--- config.mk ---
export PLATFORM = sky130hd
export DESIGN_NAME = float_copro_queue
export DESIGN_NICKNAME = d
export VERILOG_FILES = /design/src/rtl/float_copro_queue.sv
export SDC_FILE = /design/constraint.sdc
export NUM_CORES = 1
export LEC_CHECK = 0
export ABC_AREA = 1
export CORE_MARGIN = 1.5
export CORE_UTILIZATION = 51
export CTS_CLUSTER_SIZE = 40
export DETAILED_ROUTE_END_ITERATION = 7
export PLACE_DENSITY = 0.71
export REMOVE_ABC_BUFFERS = 1
export SETUP_SLACK_MARGIN = 0.1
export SYNTH_ARGS = -nofsm -noshare
export SYNTH_HDL_FRONTEND = slang
export SYNTH_SLANG_ARGS = --single-unit
--- constraint.sdc ---
create_clock -name clk -period 18.84 [get_ports clk]
set_clock_uncertainty 0.1 [all_clocks]
set_input_delay 1.884 -clock clk [delete_from_list [all_inputs] [get_ports clk]]
set_output_delay 1.884 -clock clk [all_outputs]
set_load 0.05 [all_outputs]
--- src/rtl/float_copro_queue.sv ---
// Queued float coprocessor control: a command FIFO feeding one op at a time to an external datapath.
// Optional FLOAT_COPRO_ERR_EN adds copro_error, flagging illegal opcodes with a zero result.
module float_copro_queue #(
  parameter int DATA_W = 32,
  parameter int OP_W   = 11,
  parameter int DEPTH  = 4,
  parameter int T_ADD  = 3,
  parameter int T_SUB  = 2,
  parameter int T_MULT = 5,
  parameter int T_DIV  = 5
) (
  input  logic                       clk,
  input  logic                       reset,
  input  logic                       copro_valid,
  output logic                       copro_ready,
  input  logic [OP_W-1:0]            copro_opcode,
  input  logic [DATA_W-1:0]          copro_op0,
  input  logic [DATA_W-1:0]          copro_op1,
  output logic                       copro_complete,
  input  logic                       copro_accept,
  output logic [DATA_W-1:0]          copro_result,
  output logic [$clog2(DEPTH):0]     copro_level,
  output logic [OP_W-1:0]            dp_opcode,
  output logic [DATA_W-1:0]          dp_op0,
  output logic [DATA_W-1:0]          dp_op1,
  input  logic [DATA_W-1:0]          dp_result
`ifdef FLOAT_COPRO_ERR_EN
  ,
  output logic                       copro_error
`endif
);

  localparam int AW = $clog2(DEPTH);
  localparam int LW = AW + 1;
  localparam int CW = $clog2(T_ADD + T_SUB + T_MULT + T_DIV + 1);

  typedef enum logic [1:0] {IDLE, EXEC, DONE} state_t;

  typedef struct packed {
    logic [OP_W-1:0]   op;
    logic [DATA_W-1:0] a;
    logic [DATA_W-1:0] b;
  } cmd_t;

  cmd_t              mem_q [DEPTH];
  logic [AW-1:0]     wr_ptr_q, wr_ptr_d, rd_ptr_q, rd_ptr_d;
  logic [LW-1:0]     count_q, count_d;
  state_t            state_q, state_d;
  logic [CW-1:0]     cnt_q, cnt_d;
  cmd_t              exec_q, exec_d;
  logic [DATA_W-1:0] result_q, result_d;
  logic              complete_q, complete_d;
  logic              push, pop, legal;
  cmd_t              head;
`ifdef FLOAT_COPRO_ERR_EN
  logic              err_q, err_d;
`endif

  // Down-counter start value; illegal opcodes take a single cycle.
  function automatic logic [CW-1:0] lat_m1(input logic [OP_W-1:0] op);
    case (op)
      OP_W'(0): lat_m1 = CW'(T_ADD - 1);
      OP_W'(1): lat_m1 = CW'(T_SUB - 1);
      OP_W'(2): lat_m1 = CW'(T_MULT - 1);
      OP_W'(3): lat_m1 = CW'(T_DIV - 1);
      default:  lat_m1 = '0;
    endcase
  endfunction

  assign copro_ready = (count_q < LW'(DEPTH));
  assign push        = copro_valid && copro_ready;
  assign head        = mem_q[rd_ptr_q];
  assign legal       = (exec_q.op < OP_W'(4));

  always_comb begin
    state_d    = state_q;
    cnt_d      = cnt_q;
    exec_d     = exec_q;
    result_d   = result_q;
    complete_d = complete_q;
    pop        = 1'b0;
`ifdef FLOAT_COPRO_ERR_EN
    err_d      = err_q;
`endif
    case (state_q)
      IDLE: begin
        if (count_q != '0) begin
          pop     = 1'b1;
          exec_d  = head;
          cnt_d   = lat_m1(head.op);
          state_d = EXEC;
        end
      end
      EXEC: begin
        if (cnt_q != '0) begin
          cnt_d = cnt_q - 1'b1;
        end else begin
          complete_d = 1'b1;
          result_d   = dp_result;
          state_d    = DONE;
`ifdef FLOAT_COPRO_ERR_EN
          err_d = !legal;
          if (!legal) result_d = '0;
`endif
        end
      end
      DONE: begin
        if (copro_accept) begin
          complete_d = 1'b0;
`ifdef FLOAT_COPRO_ERR_EN
          err_d = 1'b0;
`endif
          // Back-to-back: the next op starts on the same edge as the accept.
          if (count_q != '0) begin
            pop     = 1'b1;
            exec_d  = head;
            cnt_d   = lat_m1(head.op);
            state_d = EXEC;
          end else begin
            state_d = IDLE;
          end
        end
      end
      default: state_d = IDLE;
    endcase
    wr_ptr_d = wr_ptr_q + AW'(push);
    rd_ptr_d = rd_ptr_q + AW'(pop);
    count_d  = count_q + LW'(push) - LW'(pop);
  end

  always_ff @(posedge clk) begin
    if (push) mem_q[wr_ptr_q] <= {copro_opcode, copro_op0, copro_op1};
  end

  always_ff @(posedge clk) begin
    if (reset) begin
      wr_ptr_q   <= '0;
      rd_ptr_q   <= '0;
      count_q    <= '0;
      state_q    <= IDLE;
      cnt_q      <= '0;
      exec_q     <= '0;
      result_q   <= '0;
      complete_q <= 1'b0;
`ifdef FLOAT_COPRO_ERR_EN
      err_q      <= 1'b0;
`endif
    end else begin
      wr_ptr_q   <= wr_ptr_d;
      rd_ptr_q   <= rd_ptr_d;
      count_q    <= count_d;
      state_q    <= state_d;
      cnt_q      <= cnt_d;
      exec_q     <= exec_d;
      result_q   <= result_d;
      complete_q <= complete_d;
`ifdef FLOAT_COPRO_ERR_EN
      err_q      <= err_d;
`endif
    end
  end

  assign copro_complete = complete_q;
  assign copro_result   = result_q;
  assign copro_level    = count_q;
  assign dp_opcode      = exec_q.op;
  assign dp_op0         = exec_q.a;
  assign dp_op1         = exec_q.b;
`ifdef FLOAT_COPRO_ERR_EN
  assign copro_error    = err_q;
`endif

endmodule

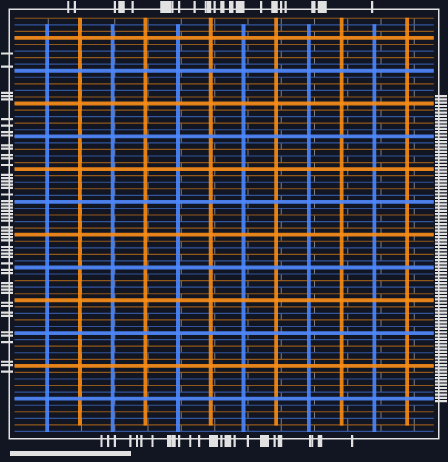
*Floorplan with the power grid, run 1*
Bar = 50 µm. Pins as bars on the die edge. Tap cells in gray.
net	color
VSS	blue
VDD	orange
rows	63
met4 straps	12
tap cells	390
chip height: 178 µm
width of the die: 178 µm

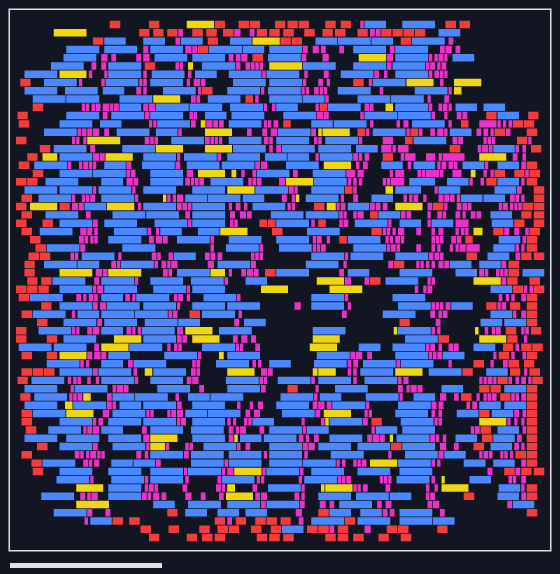
*Placement by cell class, run 1*
Bar = 50 µm.
class	color	cells
clock drivers and dummy loads	yellow	80
all other logic	magenta	811
other buffers and delay cells	red	236
flip-flops	blue	421
final instance area: 0.0195 mm²
core occupancy in the finished layout: 0.653
area of the core: 0.0298 mm²
register fraction of the total cell area: 0.588

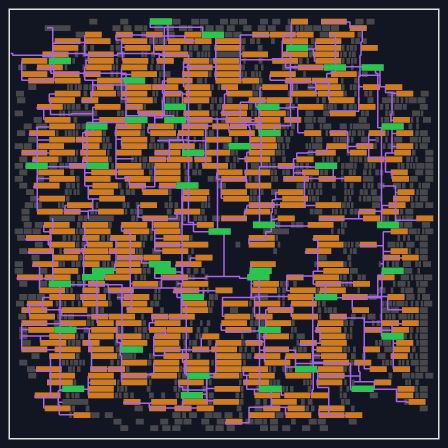
*Clock network drawn from the DEF, run 1*
[clock wires] purple | length: 4340 µm
[flip-flops] orange | count: 421
[cells driving clock nets] green | count: 43
flops lie	all over the die
routed clock nets	44
Latency at later pin: 540 ps
power in the clock group: 0.000883 W
portion of total power attributed to the clock network: 0.271

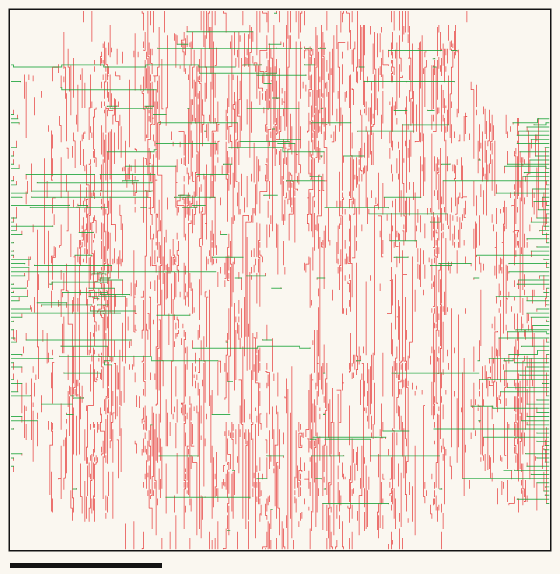
*Routed metal, one color a layer, run 1*
Bar = 50 µm. Only two layers are drawn.
layer	color	wire length
met2	red	16300 µm
met3	green	2500 µm
Total Wirelength: 34100 µm
overall routing resource usage: 0.216
DR vias: 10400
routed wire length per instance: 17.6 µm

==> results.cfg, run 1 <==
; implementation run metrics
[grt]
gr_overflow_total = 0
use_met2 = 0.360
grt_busiest_layer = met2
grt_start_max_net_pins = 110
global_route.usage.met1 = 0.286
grt_pass1_wl_um = 52300
antenna_found_initial = 3
vias_in_the_first_global_route = 9855
grtUsageMet3 = 0.0413

[clock_tree]
tritoncts = built
cts_buffers = 43
cts_repair_resize_count = 0
clk_root_buffer_cell = sky130_fd_sc_hd__clkbuf_16
clk_pin_slew_ps = 60
clkSinkCount = 421
clock_tree.buffer_depth = 3
cts.repair_timing.setup_buffer_count = 0
h-tree-depth = 2
cts_hold_buf = 0

[final_timing]
relSlewSlack = 0.257
layout_worst_path_cycle_share = 0.244
timing.final.max_slew_violations = 0
max_slew.worst_pin.slew_ps = 1110
finalHoldViolations = 0
fin_setup_tns_ps = 0
fin_ws_ps = 14240
final-setup-viol-count = 0
rsz0062_at_grt = no
timing.final.crit_period_ps = 4600
timing.hold.ws_ps = 367
maximum_achievable_frequency_mhz = 218

[floorplan]
floorplan.core_util = 0.521
tapcell.inserted = 390
io_pins = 223

[finish]
layout_multi_input_combinational_cell_count = 782
clock_cell_share_of_area = 0.0774
final.signal_buffer_count = 236
ff_latch_area_mm2 = 0.0114
multi_input_gate_area_in_the_final_layout_mm2 = 0.00358
fill_cells = 2191
largest_cell_class = sequential cells
flow.area_growth_from_synthesis_pct = 25.2
register_containing_the_most_flip_flops_in_the_final_layout = mem_q
comb_share = 0.184
antenna_cells = 0
layout.cells.most_common = sky130_fd_sc_hd__nor2_1
layout.clock_buffers = 57
final_layout_size_suffix_gt1_frac = 0.0646
filler_free_cell_count_of_the_finished_design = 1938
final_nets = 1629
nonClockInverterCount = 29
signal_buffer_area_fraction = 0.120
n_sequential_cell = 421

[drt]
drt_drc_violations_left = 0
ant_nets = 0
drtIter0Drc = 754
post_detailed_route_via_to_cell_ratio = 5.36
post_route_m1_wl_um = 14500
firstDrtPassIters = 5
detailroute.wirelength.met3_um = 2500
wl_met2_um = 16300

[worst_setup_path]
buffer_and_inverter_count_on_the_worst_path = 6
critPathTopFamily = buffers and inverters
worst-path-stages = 12
critical_path_arrival_ps = 4960
worstSetupStartpoint = copro_accept
crit-reg2reg-capture = copro_level[2]
critPathCapture = copro_level[2]
r2r.worst_path.cells = 13
worst_setup_path_start_kind = primary input
cell_seen_most_often_among_critical_path_stages = sky130_fd_sc_hd__inv_1
crit_slowest_cell = sky130_fd_sc_hd__buf_4
critical_path.endpoint_type = flip-flop
crit_chain = clkdlybuf4s50_1 -> inv_1 -> a21oi_4 -> buf_4 -> buf_4 -> xor2_1 -> ha_1 -> inv_1 -> fa_1 -> inv_1 -> o21ai_0 -> a21oi_1
setup.worst_path.class = in2reg
cp_slowest_stage_delay_ps = 900
worst-path-max-fanout = 109
timing.critical_path.required_ps = 19200

[placement]
gp_congestion = 0.752
number_of_buffers_inserted_by_port_buffering = 222
placedInstanceArea_mm2 = 0.0179
dp_slack_ps = 13720
post-dp-hpwl_um = 19000
total_instance_count_after_detailed_placement = 1858

[synthesis]
yosysTopAreaCell = sky130_fd_sc_hd__edfxtp_1
post-synth-top-area-fraction = 0.580
seq_area_frac_synth = 0.736
netlist.top_cell.by_instances = sky130_fd_sc_hd__nor2_1
synth-warning-count = 0
synth.cellmix.simpleShare = 0.110
post_synth_fa_ha_maj_area_fraction = 0.00451
synthAoiAreaFrac = 0.113
synth_flops = 421
synth.yosys.num_cells = 1316
enable_flop_cells = 300
yosys-top-cells-count = sky130_fd_sc_hd__nor2_1 (341), sky130_fd_sc_hd__edfxtp_1 (300), sky130_fd_sc_hd__o21ai_0 (238)
synth.cellmix.xorXnorShare = 0.00169
synthesis.area_per_instance_um2 = 11.8
synthesis.area_mm2 = 0.0155
share_of_synthesized_registers_carrying_an_async_set_or_reset = 0
syn-instance-count = 1316
yosys-stat-area_mm2 = 0.0155
topCellsByArea = sky130_fd_sc_hd__edfxtp_1 (58%), sky130_fd_sc_hd__dfxtp_1 (16%), sky130_fd_sc_hd__nor2_1 (8.2%)
netlist-cell-type-count = 24
ff_type = sky130_fd_sc_hd__edfxtp_1
ys_sh_mux = 0
synthTopLogicFamily = AND-OR/OR-AND gates

[min_path]
worst_hold_path_type = reg2reg
worst_hold_startpoint = copro_complete

[power_and_ir_drop]
switching_share = 0.374
power_combinational_w = 0.00110
leakagePower_nw = 6.85
ir_drop_mv = 0.100
power.group.top = sequential cells
switchingPower_w = 0.00122
share_seq_of_total_power = 0.390
pwr_density_cell_mw_per_mm2 = 167
seq_power_w = 0.00127
comb_power_share = 0.339
p_int_w = 0.00204
finalPower_w = 0.00325

[flow_run]
max_cap_violations = 0
stage_log_warnings = 28

[status]
status = finished clean
--- run 2 (diff from run 1) ---
--- a/config.mk
+++ b/config.mk
@@ -7,10 +7,10 @@
 export LEC_CHECK = 0
 export ABC_AREA = 1
 export CORE_MARGIN = 1.5
-export CORE_UTILIZATION = 51
+export CORE_UTILIZATION = 49
 export CTS_CLUSTER_SIZE = 40
 export DETAILED_ROUTE_END_ITERATION = 7
-export PLACE_DENSITY = 0.71
+export PLACE_DENSITY = 0.72
 export REMOVE_ABC_BUFFERS = 1
 export SETUP_SLACK_MARGIN = 0.1
 export SYNTH_ARGS = -nofsm -noshare
==> constraint.sdc (replaced) <==
create_clock -name clk -period 4.1 [get_ports clk]
set_clock_uncertainty 0.1 [all_clocks]
set_input_delay 0.41 -clock clk [delete_from_list [all_inputs] [get_ports clk]]
set_output_delay 0.41 -clock clk [all_outputs]
set_load 0.05 [all_outputs]
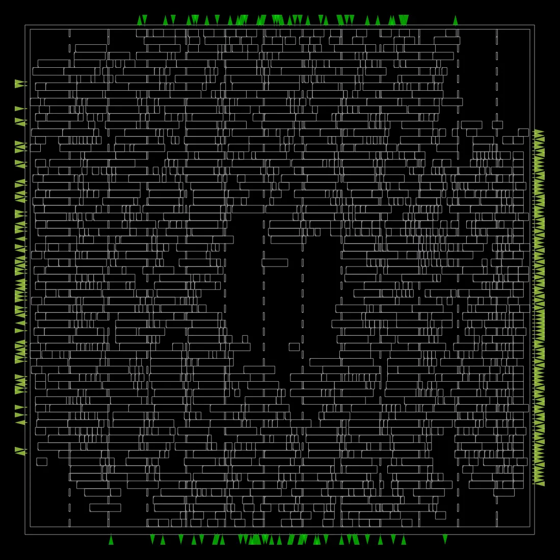
*Cell outlines without signal wires, run 2*
Filler cells: 2435
core occupancy in the finished layout: 0.620
filler-free cell count of the finished design: 1947
FP Rows: 65
number of well-tap cells placed: 402

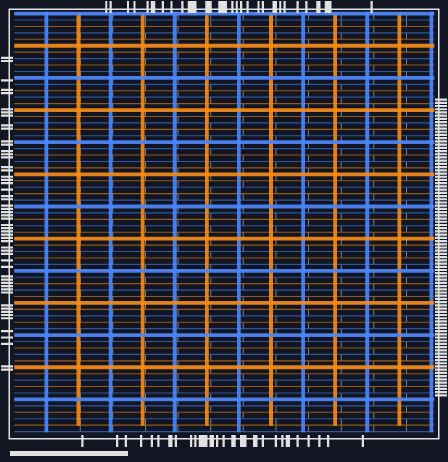
*Floorplan with the power grid, run 2*
Bar = 50 µm. Pins as bars on the die edge. Tap cells in gray.
net	color
VSS	blue
VDD	orange
tap cells	402
met4 straps	13
signal pins	223
area of the core: 0.0314 mm²
chip height: 181 µm

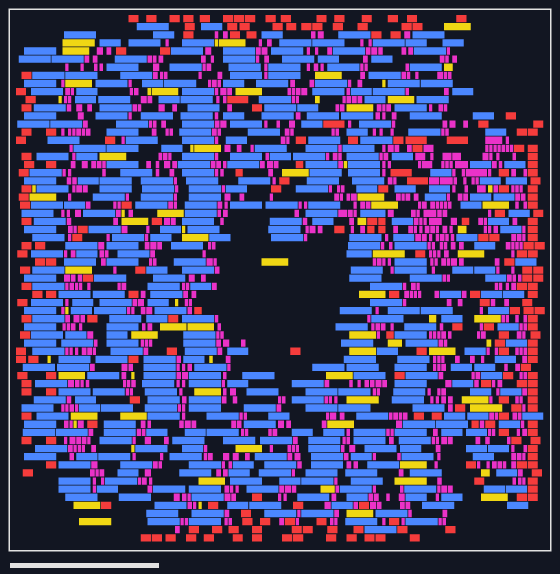
*Placement by cell class, run 2*
Bar = 50 µm.
class	color	cells
other buffers and delay cells	red	237
clock drivers and dummy loads	yellow	76
all other logic	magenta	811
flip-flops	blue	421
register fraction of the total cell area: 0.588
final instance area: 0.0194 mm²

==> run 2 against run 1 <==
Critical endpoint is now copro_ready. Clock power rose to 4.4 times the previous value. Largest power group unchanged. Largest cell class unchanged. Die area up 4.0%. Clock-buffer cell count up 1. Via count down 0.74%. Non-clock buffer count up 1. Critical path depth down 10. Sequential cell count unchanged. Utilization down 3.3 points. Sequential share of layout area about the same. Area after synthesis unchanged. Wire length down 0.18%.
==> results.cfg, run 2 <==
; implementation run metrics
[status]
status = finished clean

[power_and_ir_drop]
leakagePower_nw = 6.84
p_clk_frac = 0.260
comb_power_share = 0.355
switching_share = 0.374
seq_power_w = 0.00569
pwr_density_cell_mw_per_mm2 = 761
share_seq_of_total_power = 0.385
finalPower_w = 0.0148

[synthesis]
yosys-stat-area_mm2 = 0.0155
yosys-top-cells-count = sky130_fd_sc_hd__nor2_1 (341), sky130_fd_sc_hd__edfxtp_1 (300), sky130_fd_sc_hd__o21ai_0 (238)
ff_type = sky130_fd_sc_hd__edfxtp_1
enable_flop_cells = 300
netlist-cell-type-count = 24
synthesis.area_mm2 = 0.0155
synth_flops = 421
synthAoiAreaFrac = 0.113
synth-warning-count = 0
yosysTopAreaCell = sky130_fd_sc_hd__edfxtp_1
topCellsByArea = sky130_fd_sc_hd__edfxtp_1 (58%), sky130_fd_sc_hd__dfxtp_1 (16%), sky130_fd_sc_hd__nor2_1 (8.2%)
netlist.top_cell.by_instances = sky130_fd_sc_hd__nor2_1
share_of_synthesized_registers_carrying_an_async_set_or_reset = 0
synth.cellmix.xorXnorShare = 0.00169
synth.cellmix.simpleShare = 0.110
syn-instance-count = 1316
synthesis.area_per_instance_um2 = 11.8
synth.yosys.num_cells = 1316
ys_sh_mux = 0
synthTopLogicFamily = AND-OR/OR-AND gates

[final_timing]
rsz0062_at_grt = no
max_slew.worst_pin.slew_ps = 1050
finalHoldViolations = 0
fin_ws_ps = 1800
maximum_achievable_frequency_mhz = 434
timing.final.crit_period_ps = 2300
relSlewSlack = 0.299
fin_setup_tns_ps = 0

[placement]
post-dp-hpwl_um = 18300
number_of_buffers_inserted_by_port_buffering = 222
gp_congestion = 0.741
total_instance_count_after_detailed_placement = 1871
placedInstanceArea_mm2 = 0.0180
dp_slack_ps = 1320

[clock_tree]
cts_repair_resize_count = 0
cts_hold_buf = 0
clk_root_buffer_cell = sky130_fd_sc_hd__clkbuf_16
tritoncts = built
clk_pin_slew_ps = 60
cts_buffers = 42
h-tree-depth = 2
clock_latency_ps = 520
cts.repair_timing.setup_buffer_count = 0
clkSinkCount = 421

[floorplan]
die_width_um = 181
io_pins = 223

[drt]
drt_drc_violations_left = 0
ant_nets = 0
wl_met2_um = 16200
post_detailed_route_via_to_cell_ratio = 5.29
detailroute.wirelength.met3_um = 2570
drt-total-wl_um = 34000
routed-via-count = 10300
routed_wire_length_per_instance_um = 17.5
post_route_m1_wl_um = 14700

[worst_setup_path]
worstSetupStartpoint = copro_level[2]
worst-path-stages = 2
crit-reg2reg-capture = mem_q[0][10]
timing.critical_path.required_ps = 3590
cp_slowest_stage_delay_ps = 820
crit_chain = inv_1 -> clkdlybuf4s50_1
crit_slowest_cell = sky130_fd_sc_hd__clkdlybuf4s50_1
buffer_and_inverter_count_on_the_worst_path = 2
critPathCapture = copro_ready
critical_path_arrival_ps = 1790

[finish]
final.signal_buffer_count = 237
signal_buffer_area_fraction = 0.124
final_nets = 1629
nonClockInverterCount = 29
ff_latch_area_mm2 = 0.0114
multi_input_gate_area_in_the_final_layout_mm2 = 0.00358
flow.area_growth_from_synthesis_pct = 25.2
layout_multi_input_combinational_cell_count = 782
layout.clock_buffers = 58
largest_cell_class = sequential cells
register_containing_the_most_flip_flops_in_the_final_layout = mem_q
clock_cell_share_of_area = 0.0722
n_sequential_cell = 421
layout.cells.most_common = sky130_fd_sc_hd__nor2_1

[grt]
grt.total_usage = 0.207
grt_pass1_wl_um = 53100
global_route.usage.met1 = 0.272
antenna_found_initial = 1
grt_start_max_net_pins = 152
grt_busiest_layer = met2
grtUsageMet3 = 0.0458
use_met2 = 0.347

[min_path]
worst_hold_startpoint = copro_complete
worst_hold_path_type = reg2reg

[flow_run]
max_cap_violations = 0
stage_log_warnings = 28
--- run 3 (diff from run 2) ---
==> constraint.sdc (replaced) <==
create_clock -name clk -period 2.1 [get_ports clk]
set_clock_uncertainty 0.1 [all_clocks]
set_input_delay 0.21 -clock clk [delete_from_list [all_inputs] [get_ports clk]]
set_output_delay 0.21 -clock clk [all_outputs]
set_load 0.05 [all_outputs]
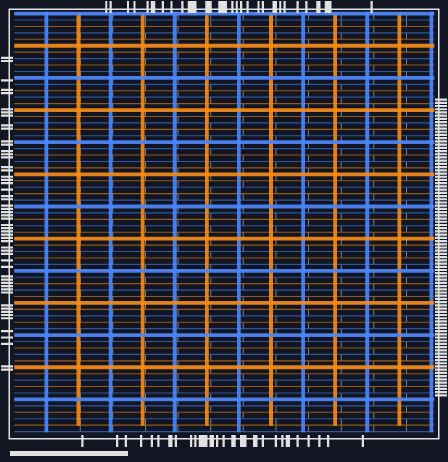
*Floorplan with the power grid, run 3*
Bar = 50 µm. Pins as bars on the die edge. Tap cells in gray.
net	color
VDD	orange
VSS	blue
met5 straps	13
met4 straps	13
signal pins	223
Worst IR Drop VDD: 1.09 mV
width of the die: 181 µm

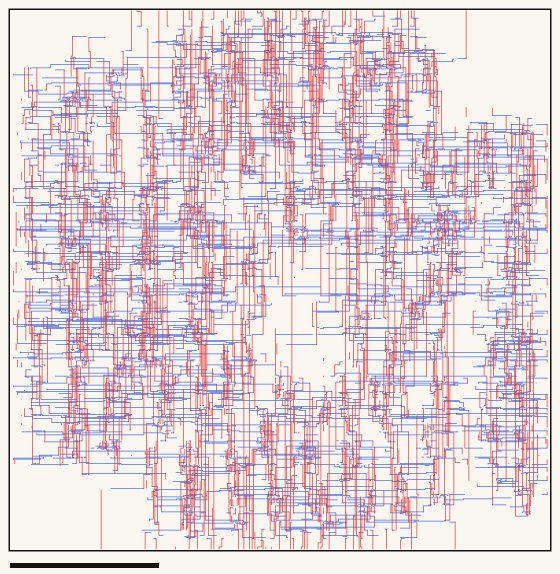
*Routed metal, one color a layer, run 3*
Bar = 50 µm. Only two layers are drawn.
layer	color	wire length
met2	red	16500 µm
met1	blue	15300 µm
Total Wirelength: 35300 µm
overall routing resource usage: 0.213
DR vias: 10600
routed wire length per instance: 17.8 µm

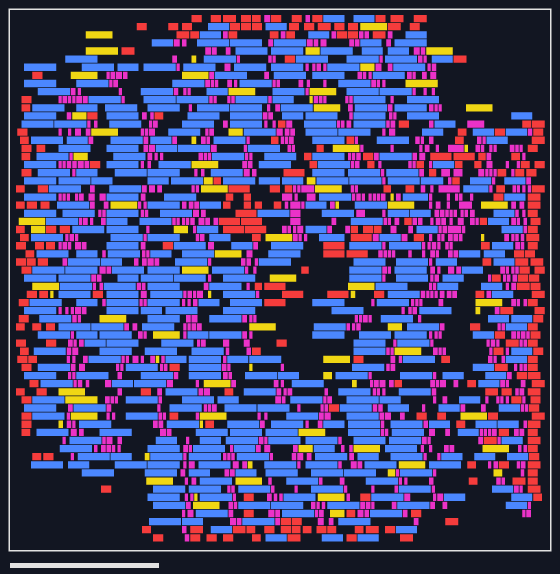
*Placement by cell class, run 3*
Bar = 50 µm.
class	color	cells
all other logic	magenta	811
flip-flops	blue	421
other buffers and delay cells	red	267
clock drivers and dummy loads	yellow	80
final instance area: 0.0199 mm²
register fraction of the total cell area: 0.576
core occupancy in the finished layout: 0.633

==> run 3 against run 2 <==
Worst hold slack got worse by 200 ps. Critical path depth shrank 1. Combinational power grew 96%. First-iteration DRC count rose by 10%. Die area stayed put. Design area increased by 2.1%. Sequential share of layout area fell by 1.2 points. Power is 96% higher. Global-route usage up 0.66 points. Register-to-register slack got worse by 1600 ps. Sequential power grew 95%. Critical path type unchanged.
==> results.cfg, run 3 <==
; implementation run metrics
[clock_tree]
clk_pin_slew_ps = 60
cts.repair_timing.setup_buffer_count = 0
clock_latency_ps = 540
h-tree-depth = 2
tritoncts = built
clock_tree.buffer_depth = 3
clk_root_buffer_cell = sky130_fd_sc_hd__clkbuf_16
cts_repair_resize_count = 62
cts_buffers = 43
clkSinkCount = 421
cts_hold_buf = 0

[synthesis]
share_of_synthesized_registers_carrying_an_async_set_or_reset = 0
netlist-cell-type-count = 24
synth-warning-count = 0
synthesis.area_mm2 = 0.0155
enable_flop_cells = 300
synthesis.area_per_instance_um2 = 11.8
synthTopLogicFamily = AND-OR/OR-AND gates
ff_type = sky130_fd_sc_hd__edfxtp_1
syn-instance-count = 1316
yosys-stat-area_mm2 = 0.0155
post-synth-top-area-fraction = 0.580
topCellsByArea = sky130_fd_sc_hd__edfxtp_1 (58%), sky130_fd_sc_hd__dfxtp_1 (16%), sky130_fd_sc_hd__nor2_1 (8.2%)
post_synth_fa_ha_maj_area_fraction = 0.00451
synth_flops = 421
synth.cellmix.xorXnorShare = 0.00169
yosys-top-cells-count = sky130_fd_sc_hd__nor2_1 (341), sky130_fd_sc_hd__edfxtp_1 (300), sky130_fd_sc_hd__o21ai_0 (238)
synth.yosys.num_cells = 1316

[placement]
number_of_buffers_inserted_by_port_buffering = 222
total_instance_count_after_detailed_placement = 1900
post-dp-hpwl_um = 20700
placedInstanceArea_mm2 = 0.0184
gp_congestion = 0.772
dp_slack_ps = -59.2

[final_timing]
fin_setup_tns_ps = 0
rsz0062_at_grt = yes
max_slew.worst_pin.slew_ps = 606
maximum_achievable_frequency_mhz = 510
timing.final.crit_period_ps = 1960
fin_ws_ps = 139
layout_worst_path_cycle_share = 0.934
final-setup-viol-count = 0
relSlewSlack = 0.597
timing.final.max_slew_violations = 0
timing.hold.ws_ps = 167
finalHoldViolations = 0

[drt]
post_route_m1_wl_um = 15300
drt_drc_violations_left = 0
firstDrtPassIters = 5
drtIter0Drc = 904
ant_nets = 0
wl_met2_um = 16500
detailroute.wirelength.met3_um = 2650
post_detailed_route_via_to_cell_ratio = 5.34

[power_and_ir_drop]
switching_share = 0.381
share_seq_of_total_power = 0.384
leakagePower_nw = 7.90
power.group.top = sequential cells
p_clk_frac = 0.262
seq_power_w = 0.0111
clockNetworkPower_w = 0.00759
pwr_density_cell_mw_per_mm2 = 1460
finalPower_w = 0.0290
p_int_w = 0.0180
power_combinational_w = 0.0103
switchingPower_w = 0.0110

[worst_setup_path]
worst_setup_path_start_kind = flip-flop
rrSetupSlack_ps = 210
r2r.worst_path.cells = 11
worst-path-max-fanout = 2
crit_chain = clkdlybuf4s50_1
setup.worst_path.class = reg2out
critPathTopFamily = buffers and inverters
worst-path-stages = 1
critPathCapture = dp_op1[5]
buffer_and_inverter_count_on_the_worst_path = 1
critical_path_arrival_ps = 1650
cp_slowest_stage_delay_ps = 800
crit_slowest_cell = sky130_fd_sc_hd__clkdlybuf4s50_1
crit-reg2reg-capture = copro_level[2]

[grt]
grtUsageMet3 = 0.0425
use_met2 = 0.356
grt_pass1_wl_um = 54800
grt_busiest_layer = met2
global_route.usage.met1 = 0.285
vias_in_the_first_global_route = 10200
gr_overflow_total = 0
grt_start_max_net_pins = 75
antenna_found_initial = 2

[finish]
layout.clock_buffers = 63
comb_share = 0.180
multi_input_gate_area_in_the_final_layout_mm2 = 0.00358
layout.cells.most_common = sky130_fd_sc_hd__nor2_1
antenna_cells = 2
final_nets = 1660
nonClockInverterCount = 29
clock_cell_share_of_area = 0.0719
final_layout_size_suffix_gt1_frac = 0.0855
filler_free_cell_count_of_the_finished_design = 1983
layout_multi_input_combinational_cell_count = 782
n_sequential_cell = 421
register_containing_the_most_flip_flops_in_the_final_layout = mem_q
final.signal_buffer_count = 267
signal_buffer_area_fraction = 0.140

[floorplan]
core-area_mm2 = 0.0314
floorplan.core_util = 0.495
fp-row-count = 65
io_pins = 223

[min_path]
worst_hold_path_type = in2reg

[status]
status = finished clean

[flow_run]
max_cap_violations = 0
Power and IR drop assume default switching activity.
